**Run 1: routing congestion map**

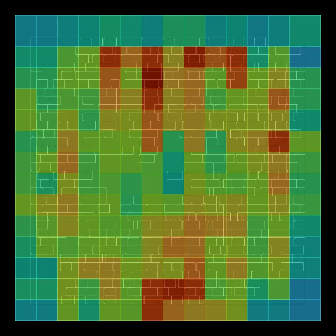
**Run 1: cell density map**

10 x 10 tiles, from black (low) to pale yellow (high), 0 to 100% covered.
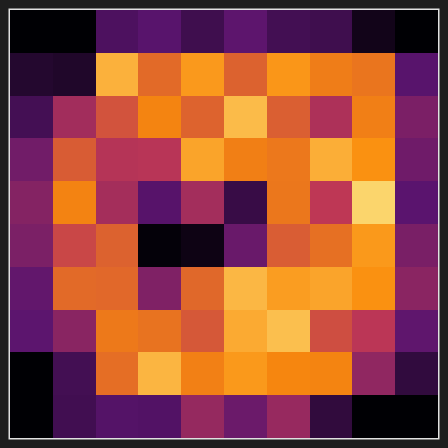
**Run 1: wiring by layer**

The bar under the picture is 20 um long. Only two layers are drawn.
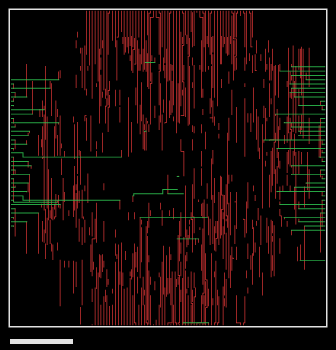
**Run 1: register map, names as in the netlist**

The bar under the picture is 20 um long. Other sequential cells in the stronger gray, the rest of the logic in the fainter gray.
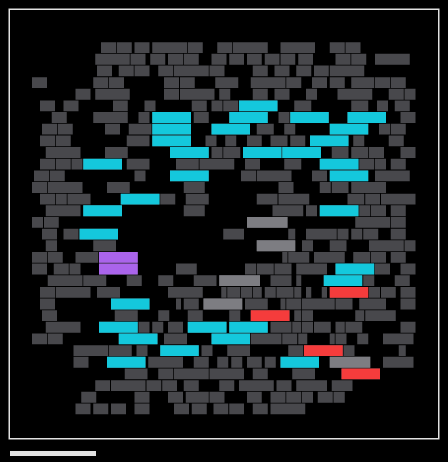
[src/rtl/priority_arb_mux_pkg.sv]
// Shared types and constants for the priority_arb_mux packet multiplexer.
package priority_arb_mux_pkg;

   typedef enum logic {IDLE = 1'b0, LOCK = 1'b1} state_t;

   localparam int          PKT_CNT_W   = 16;
   localparam logic [15:0] PKT_CNT_MAX = 16'hFFFF;

endpackage

[src/rtl/prio_sel_enc.sv]
// Fixed-priority encoder: the lowest-index set request wins.
// Produces a one-hot grant, the winning index, and an any-request flag.
module prio_sel_enc #(
   parameter int N  = 4,
   parameter int PW = $clog2(N)
) (
   input  logic [N-1:0]  req,
   output logic [N-1:0]  gnt,
   output logic [PW-1:0] idx,
   output logic          any
);

   // Scanning downwards lets the lowest set index overwrite any higher one.
   always_comb begin
      gnt = '0;
      idx = '0;
      any = 1'b0;
      for (int i = N - 1; i >= 0; i--) begin
         if (req[i]) begin
            gnt    = '0;
            gnt[i] = 1'b1;
            idx    = PW'(i);
            any    = 1'b1;
         end
      end
   end

endmodule

[src/rtl/priority_arb_mux.sv]
// Packet-level N:1 mux: fixed-priority grant held for a whole packet, with a one-entry output register.
// Optional per-port completed-packet counters are enabled by PRIORITY_ARB_MUX_STATS_EN.
module priority_arb_mux
   import priority_arb_mux_pkg::*;
#(
   parameter int N  = 4,
   parameter int DW = 32
) (
   input  logic                  clk,
   input  logic                  rst_n,
   input  logic [N-1:0]          in_valid,
   input  logic [N*DW-1:0]       in_data,
   input  logic [N-1:0]          in_last,
   output logic [N-1:0]          in_ready,
   output logic                  out_valid,
   output logic [DW-1:0]         out_data,
   output logic                  out_last,
   output logic [$clog2(N)-1:0]  out_port,
   input  logic                  out_ready,
`ifdef PRIORITY_ARB_MUX_STATS_EN
   output logic [N*PKT_CNT_W-1:0] pkt_cnt,
`endif
   output state_t                state_dbg
);

   localparam int PW = $clog2(N);

   // Handshake: a beat moves on a rising edge only when valid and ready are both
   // high; valid never waits for ready, and ready may depend on output state only.

   state_t         state_q, state_d;
   logic [PW-1:0]  sel_q, sel_d;
   logic [N-1:0]   sel_oh_q, sel_oh_d;
   logic [N-1:0]   enc_gnt;
   logic [PW-1:0]  enc_idx;
   logic           enc_any;
   logic           out_free;
   logic           accept;
   logic           last_acc;

   prio_sel_enc #(.N(N), .PW(PW)) u_sel_enc (
      .req (in_valid),
      .gnt (enc_gnt),
      .idx (enc_idx),
      .any (enc_any)
   );

   assign out_free  = !out_valid || out_ready;
   assign last_acc  = accept && in_last[sel_q];
   assign state_dbg = state_q;

   always_comb begin
      state_d  = state_q;
      sel_d    = sel_q;
      sel_oh_d = sel_oh_q;
      in_ready = '0;
      accept   = 1'b0;
      case (state_q)
         IDLE: begin
            if (enc_any) begin
               sel_d    = enc_idx;
               sel_oh_d = enc_gnt;
               state_d  = LOCK;
            end
         end
         LOCK: begin
            in_ready = sel_oh_q & {N{out_free}};
            accept   = |(in_valid & in_ready);
            if (accept && in_last[sel_q]) state_d = IDLE;
         end
         default: state_d = IDLE;
      endcase
   end

   always_ff @(posedge clk or negedge rst_n) begin
      if (!rst_n) begin
         state_q  <= IDLE;
         sel_q    <= '0;
         sel_oh_q <= '0;
      end else begin
         state_q  <= state_d;
         sel_q    <= sel_d;
         sel_oh_q <= sel_oh_d;
      end
   end

   // A load in the same cycle as a drain simply replaces the departing beat.
   always_ff @(posedge clk or negedge rst_n) begin
      if (!rst_n) begin
         out_valid <= 1'b0;
         out_data  <= '0;
         out_last  <= 1'b0;
         out_port  <= '0;
      end else if (accept) begin
         out_valid <= 1'b1;
         out_data  <= in_data[sel_q*DW +: DW];
         out_last  <= in_last[sel_q];
         out_port  <= sel_q;
      end else if (out_valid && out_ready) begin
         out_valid <= 1'b0;
      end
   end

`ifdef PRIORITY_ARB_MUX_STATS_EN
   logic [N-1:0][PKT_CNT_W-1:0] pkt_cnt_q;

   for (genvar i = 0; i < N; i++) begin : g_cnt
      always_ff @(posedge clk or negedge rst_n) begin
         if (!rst_n) begin
            pkt_cnt_q[i] <= '0;
         end else if (last_acc && sel_q == PW'(i) && pkt_cnt_q[i] != PKT_CNT_MAX) begin
            pkt_cnt_q[i] <= pkt_cnt_q[i] + 1'b1;
         end
      end
   end

   assign pkt_cnt = pkt_cnt_q;
`endif

endmodule

[config.mk]
export PLATFORM = sky130hd
export DESIGN_NAME = priority_arb_mux
export DESIGN_NICKNAME = d
export VERILOG_FILES = /design/src/rtl/priority_arb_mux_pkg.sv /design/src/rtl/prio_sel_enc.sv /design/src/rtl/priority_arb_mux.sv
export SDC_FILE = /design/constraint.sdc
export NUM_CORES = 1
export LEC_CHECK = 0
export CORE_MARGIN = 5
export CORE_UTILIZATION = 32
export DETAILED_ROUTE_END_ITERATION = 7
export GPL_ROUTABILITY_DRIVEN = 0
export PLACE_DENSITY = 0.77
export SLEW_MARGIN = 5
export SYNTH_ARGS = -nofsm -noshare
export SYNTH_HDL_FRONTEND = slang
export SYNTH_HIERARCHICAL = 1
export SYNTH_SLANG_ARGS = --single-unit
[constraint.sdc]
create_clock -name clk -period 1.6 [get_ports clk]
set_input_delay 0.24 -clock clk [delete_from_list [all_inputs] [get_ports clk]]
set_output_delay 0.24 -clock clk [all_outputs]
set_load 0.05 [all_outputs]
==> changes_impl.md, run 1 <==
## Flow update

- Delay-heaviest family, CP: buffers and inverters
- WL final: 8.30 mm
- Multiplexer share: 48.0%
- Design area: 4710 sq um
- R2r setup slk: 0.002 ns
- Maximum vdd drop: 0.751 mV
- Area of the multi-input gates: 1450 sq um
- CP max stage delay: 0.44 ns
- Overflow left after global routing: 0
- Iter 0 DRT Violations: 23
- Outcome: complete, no violations
- Pre-antenna DRT Iters: 4
- TritonCTS clock tree: done
- Die height: 99.9 um
- Number of CTS-inserted buffers: 5
- Clk latency late pin: 0.29 ns
- Register area: 1080 sq um
- Fillcell total: 635
- Period utilisation layout: 99.9%
- Lkg Pwr: 1.98 nW
- Vias in the first global route: 2604
- Synthesized cell area: 2590 sq um
- Ratio of cells with drive above 1 in the final layout: 43.3%
- FP Rows: 32
- Register share after synthesis: 41.6%
- Vias: 2198
- Die ar.: 9980 sq um
- Top-area cell share: 41.6%
- Largest net degree at the start of global routing: 30
- Mapped Cells: 152
- IO buf count: 179
- Placed Instance Area: 4540 sq um
- Core Area: 7810 sq um
- Layout area overhead: 82.1%
- Post-route antenna net violation count: 0
- WS Path Type: in -> reg
- Starting Density: 33.1%
- FA/HA/MAJ Cells, Area Fraction: 0%
- Startpoint class of the critical path: primary input
- OpenROAD warning count: 28
- # IOs: 180
- YS chip area: 2590 sq um
- Arrival time at the worst endpoint: 1.77 ns
- Worst min path class: in -> async
- Worst Path Buf+Inv: 2
- First-pass GRT wire length: 12.8 mm
- Final tally of setup violations: 0
- Basic Gates by Area: 3.39%
- Most frequent cells in the layout: 137 x clkdlybuf4s50_1, 48 x buf_4, 40 x dfrtp_1
- Top area cell types: dfrtp_1 42%, mux4_2 29%, mux2_2 13%
- Worst slew pin tran: 0.504 ns
- MaxCap Viol Count: 0
- CTS Buffer Depth: 2
- Via-per-instance ratio: 4.93
- CP Cell Sequence: clkdlybuf4s50_1 -> a22o_4 -> o211ai_4 -> buf_12 -> mux2_2
- Critical Path RT: 1.78 ns
- Unique cell types: 23
- CP Max Fanout: 19
- Initial antenna violation count: 0
- Yosys reg bits: 43
- Synth area leader: dfrtp_1
- Root Driver: clkbuf_8
- Final Hold Viols: 0
- Power per cell area: 1960 nW/um^2
- Unrepaired setup endpoints after global routing: true
- Most frequent logic cell in the layout: clkdlybuf4s50_1
- Slew Limit Headroom: 66.4%
- Layout Skew: 0.00307 ns
- Antenna diodes: 0
- Top logic family: multiplexers
- CP max-delay cell: clkdlybuf4s50_1
- DRC Markers: 0
- # Cells Yosys: 152
- Die W: 99.9 um
- Detailed placement HPWL: 6.92 mm
- Floorplan Nets: 291
- Slew Viols, Final: 0
- Yosys xor share: 0%
- # clock sinks: 43
- Clock slew at reported path FFs: 0.08 ns
- # nets final: 482
- Routed WL per cell: 18.6 um
- Synth Area in Compound Gates: 2.13%
- Final min period: 1.60 ns
- Syn avg cell area: 17.0 sq um
- Setup crit end kind: flop
- F_max: 626 MHz
- Postcts setup bufs: 0
- H-tree lvl count: 2
- Util after Layout: 60.3%
- Yosys warning count: 6
About 'routing congestion map':
gr usage total: 16.3%
gr busiest metal: met2

About 'cell density map':
fullest tile: 91%
nearly empty tiles: 8.0%
tiles over 75% full: 17%
mean over tiles: 46%

About 'wiring by layer':
| color | layer | wire length |
|---|---|---|
| green | M3 | 609 um |
| red | M2 | 4760 um |

About 'register map, names as in the netlist':
| color | name in the netlist | placed flops |
|---|---|---|
| purple | out_port | 2 |
| red | sel_oh_q | 4 |
| cyan | out_data | 32 |
not colored: 5

[run 1: sequential cells by signal (all words and copies together) (netlist names)]
register and flops:
out_data 32, sel_oh_q 4, out_port 2, sel_q 2
out_last 1, out_valid 1, state_dbg 1
[run 1: per-stage QoR]
| step | instances | TNS (ns) | total power (W) | hold WS (ns) | setup WS, ns |
|---|---|---|---|---|---|
| 4_1_cts | 446 | -0.00576 | 0.00914 | 0.459 | -0.00322 |
| 6_report | 446 | 0 | 0.00924 | 0.453 | 0.00162 |
| 3_5_place_dp | 437 | -10.78 | 0.00835 | 0.236 | -0.298 |
| 3_3_place_gp | 437 | -10.26 | 0.00821 | 0.236 | -0.283 |
| 2_1_floorplan | 152 | 0 | 0.00634 | -0.0556 | 0.00275 |
| 5_1_grt | 446 | -0.396 | 0.00968 | 0.491 | -0.0348 |
[run 1: final cells by class]
cell class | count | share of cell area (%)
multi-input combinational | 94 | 30.8
timing repair buffer | 197 | 41.3
sequential | 43 | 22.9
tap | 102 | 2.71
inverter | 2 | 0.159
clock buffer | 8 | 2.12
[run 1: final timing paths]
path | startpoint | to | depth (start not counted)
worst max-delay path | in_valid[0] | out_data[9] | 5
worst min register to register | out_data[5] | out_data[5] | 1
worst max register to register | sel_oh_q[0] | out_data[9] | 4
min in group clk | out_data[5] | out_data[5] | 1
max in group asynchronous | rst_n | state_dbg | 3
worst min-delay path | rst_n | sel_oh_q[0] | 2
[run 1: cell usage after synthesis]
master and count:
dfrtp_1 43, mux4_2 33, mux2_2 31, mux2_4 10, buf_6 4, clkbuf_1 4
and3_1 3, buf_8 3, nor2_1 3, a22o_2 2, inv_1 2, nand2_1 2
nor3_1 2, a21oi_1 1, and2_1 1, and3_2 1, buf_2 1, buf_4 1
nand2b_1 1, nand2b_4 1, nor2b_1 1, o211ai_4 1, o22a_1 1
[run 1: worst reg2reg max path: stages, from the launching register on]
cell      delay (ns)
dfrtp_1         0.41
a22o_4          0.26
o211ai_4        0.25
buf_12          0.21
mux2_2          0.36
[run 1: logic make-up after synthesis]
| group | Yosys count |
|---|---|
| buffers and inverters | 15 |
| muxes | 74 |
| DFF | 43 |
| and+or+nand+nor | 15 |
| AOI/OAI and AO/OA | 5 |
[run 1: timing repair]
action                                  in CTS  in global routing
gates resized                                3                 13
endpoints found under the setup margin       4                 25
hold buffers                                 1                  0
hold endpoints to repair                    21                  0
[run 1: where the power goes]
part | internal, W | switching [W] | total (W)
logic | 0.00316 | 0.00332 | 0.00647
registers | 0.00166 | 0.000367 | 0.00203
clock network | 0.000394 | 0.000344 | 0.000738
total | 0.00521 | 0.00403 | 0.00924
[run 1: routing by layer]
metal	global-route usage, %	routed length, um	vias up
met5	0	0	-
met4	4.52	82	0
met3	4.38	609	7
met2	31.8	4760	84
met1	17.0	2840	1125
li1	-	-	982
==> run 1 -> run 2 <==
CTS_CLUSTER_DIAMETER = 30   (was unset)
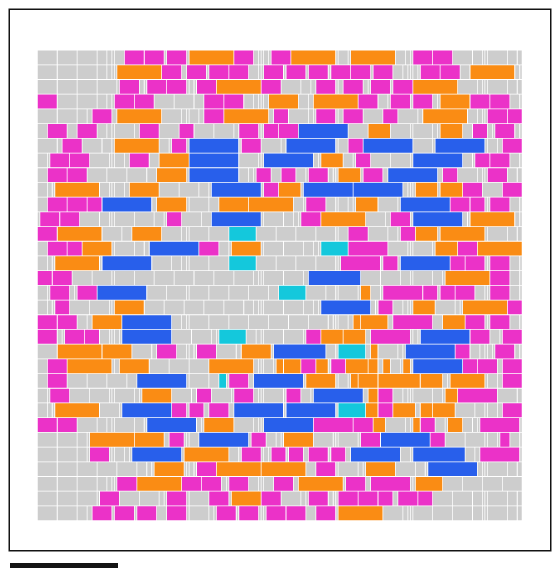
**Above:** run 2 (placement by cell class).
The bar under the picture is 20 um long. Fill, decap, tap and diode cells in gray.
| color | class | cells | share of their area |
|---|---|---|---|
| orange | remaining logic cells | 96 | 32% |
| magenta | remaining buffers and delay cells | 197 | 42% |
| blue | registers | 43 | 24% |
| cyan | clock drivers and dummy loads | 8 | 2.2% |

==> run 2 against run 1 <==
- setup slack stayed put
- final cell count stayed put
- non-clock buffer count stayed put
- wire length stayed put
- via count stayed put
- register-to-register slack hardly changed
- critical path type unchanged
==> changes_impl.md, run 2 <==
## Flow update

- Outcome: complete, no violations
- Unique cell types: 23
- CP max-delay cell: clkdlybuf4s50_1
- # nets final: 482
- WS Path Type: in -> reg
- Slew Viols, Final: 0
- Delay-heaviest family, CP: buffers and inverters
- Critical Path RT: 1.78 ns
- Syn avg cell area: 17.0 sq um
- Crit path launch: in_valid[0]
- Worst Path Buf+Inv: 2
- Iter 0 DRT Violations: 23
- Pre-antenna DRT Iters: 4
- Vias in the first global route: 2604
- Yosys warning count: 6
- Routed WL per cell: 18.6 um
- Power per cell area: 1960 nW/um^2
- Post-Route Setup TNS: 0 ns
- Final min period: 1.60 ns
- FP Rows: 32
- Via-per-instance ratio: 4.93
- Period utilisation layout: 99.9%
- Worst slew pin tran: 0.504 ns
- Arrival time at the worst endpoint: 1.77 ns
- Setup crit end kind: flop
- MaxCap Viol Count: 0
- Overflow left after global routing: 0
- Clock slew at reported path FFs: 0.08 ns
- Async SR Flop Fraction: 100%
- Largest registers: out_data x32, sel_oh_q x4
- Dominant flop cell: dfrtp_1
- Final Hold Viols: 0
- Critical Path Stages: 5
- F_max: 626 MHz
- Number of enable flip-flop cells: 0
- Number of flip-flops in the largest register: 32
- Top-area cell share: 41.6%
- Number of CTS-inserted buffers: 5
- # Cells Yosys: 152
- Ratio of cells with drive above 1 in the final layout: 43.3%
- Clk latency late pin: 0.29 ns
- Detailed placement HPWL: 6.92 mm
- Worst reg2reg path depth: 4
- DRC Markers: 0
- Starting Density: 33.1%
- Layout area overhead: 82.1%
- Most frequent cells in the layout: 137 x clkdlybuf4s50_1, 48 x buf_4, 40 x dfrtp_1
- Register share after synthesis: 41.6%
- Root Driver: clkbuf_8
- Slew Limit Headroom: 66.4%
- YS chip area: 2590 sq um
- Layout Skew: 0.00307 ns
- Floorplan Nets: 291
- Antenna diodes: 0
- Largest net degree at the start of global routing: 30
- CP Cell Sequence: clkdlybuf4s50_1 -> a22o_4 -> o211ai_4 -> buf_12 -> mux2_2
- # IOs: 180
- Gr usage total: 16.3%
- Startpoint class of the critical path: primary input
- TritonCTS clock tree: done
- Most frequent logic cell in the layout: clkdlybuf4s50_1
- Vias: 2198
- Die ar.: 9980 sq um
- Yosys reg bits: 43
- CP max stage delay: 0.44 ns
- Final tally of setup violations: 0
- Postcts setup bufs: 0
- Mapped Cells: 152
- Top area cell types: dfrtp_1 42%, mux4_2 29%, mux2_2 13%
- CTS Buffer Depth: 2
- Post-route antenna net violation count: 0
- Core Area: 7810 sq um
- Worst min path class: in -> async
- Most common cell in the netlist: dfrtp_1
- Die height: 99.9 um
- First-pass GRT wire length: 12.8 mm
- FF-to-FF Start: sel_oh_q[0]
- Synthesized cell area: 2590 sq um
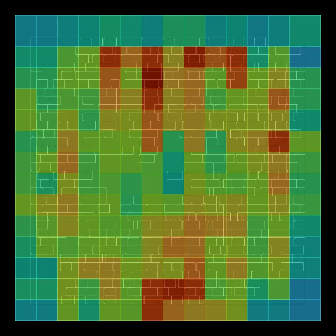
**Above:** run 2 (routing congestion map).
Util after Layout: 60.3%
GR Util met3: 4.38%

run 2: cell counts after synthesis:
Identical to the previous run, type by type.
run 2: layer usage:
layer	vias up	track usage [%]	routed length (um)
li1	982	-	-
met2	84	31.8	4760
met5	-	0	0
met1	1125	17.0	2840
met4	0	4.52	82
met3	7	4.38	609
run 2: worst reg2reg max path: stages, from the launching register on:
cell and delay (ns):
dfrtp_1 0.41, a22o_4 0.26, o211ai_4 0.25, buf_12 0.21, mux2_2 0.36
run 2: how the worst min path moves through the flow:
stage	from	to	slack, ns	depth (start not counted)
global route	rst_n	sel_oh_q[0]	0.49	2
global placement	rst_n	sel_oh_q[0]	0.24	1
finish	rst_n	sel_oh_q[0]	0.45	2
floorplan	rst_n	out_data[0]	-0.06	0
CTS	rst_n	sel_oh_q[0]	0.46	2
detailed placement	rst_n	sel_oh_q[0]	0.24	1
run 2: repair_timing:
action,CTS,global route
hold endpoints to repair,21,0
gates resized,3,13
hold buffers,1,0
setup endpoints to repair,4,25
run 2: logic make-up (layout without fill, tap and decap cells):
group | Yosys count | after routing | synth area share (%)
muxes | 74 | 74 | 48.0
DFF | 43 | 43 | 41.6
and+or+nand+nor | 15 | 15 | 3.39
AOI/OAI and AO/OA | 5 | 5 | 2.13
buffers and inverters | 15 | 207 | 4.84
run 2: final cells by class:
cell class	instances	area [sq um]
fillers	635	3100
repair buffers	197	1950
multi-input cells	94	1450
flip-flops and latches	43	1080
well taps	102	128
clock buffers	8	100
inverters	2	7.51
run 2: per-stage QoR:
step	power [W]	cells	setup slack, ns	instance area, sq um
after floorplan	0.00634	152	0.00275	2590
after global placement	0.00821	437	-0.283	4540
after detailed placement	0.00835	437	-0.298	4540
after CTS	0.00914	446	-0.00322	4660
after global routing	0.00968	446	-0.0348	4710
final	0.00924	446	0.00162	4710
run 2: report_power, final:
group / switching, W / internal [W] / total [W]
clock: 0.000344 / 0.000394 / 0.000738
sequential: 0.000367 / 0.00166 / 0.00203
combinational: 0.00332 / 0.00316 / 0.00647
total: 0.00403 / 0.00521 / 0.00924
Power and IR drop assume default switching activity.
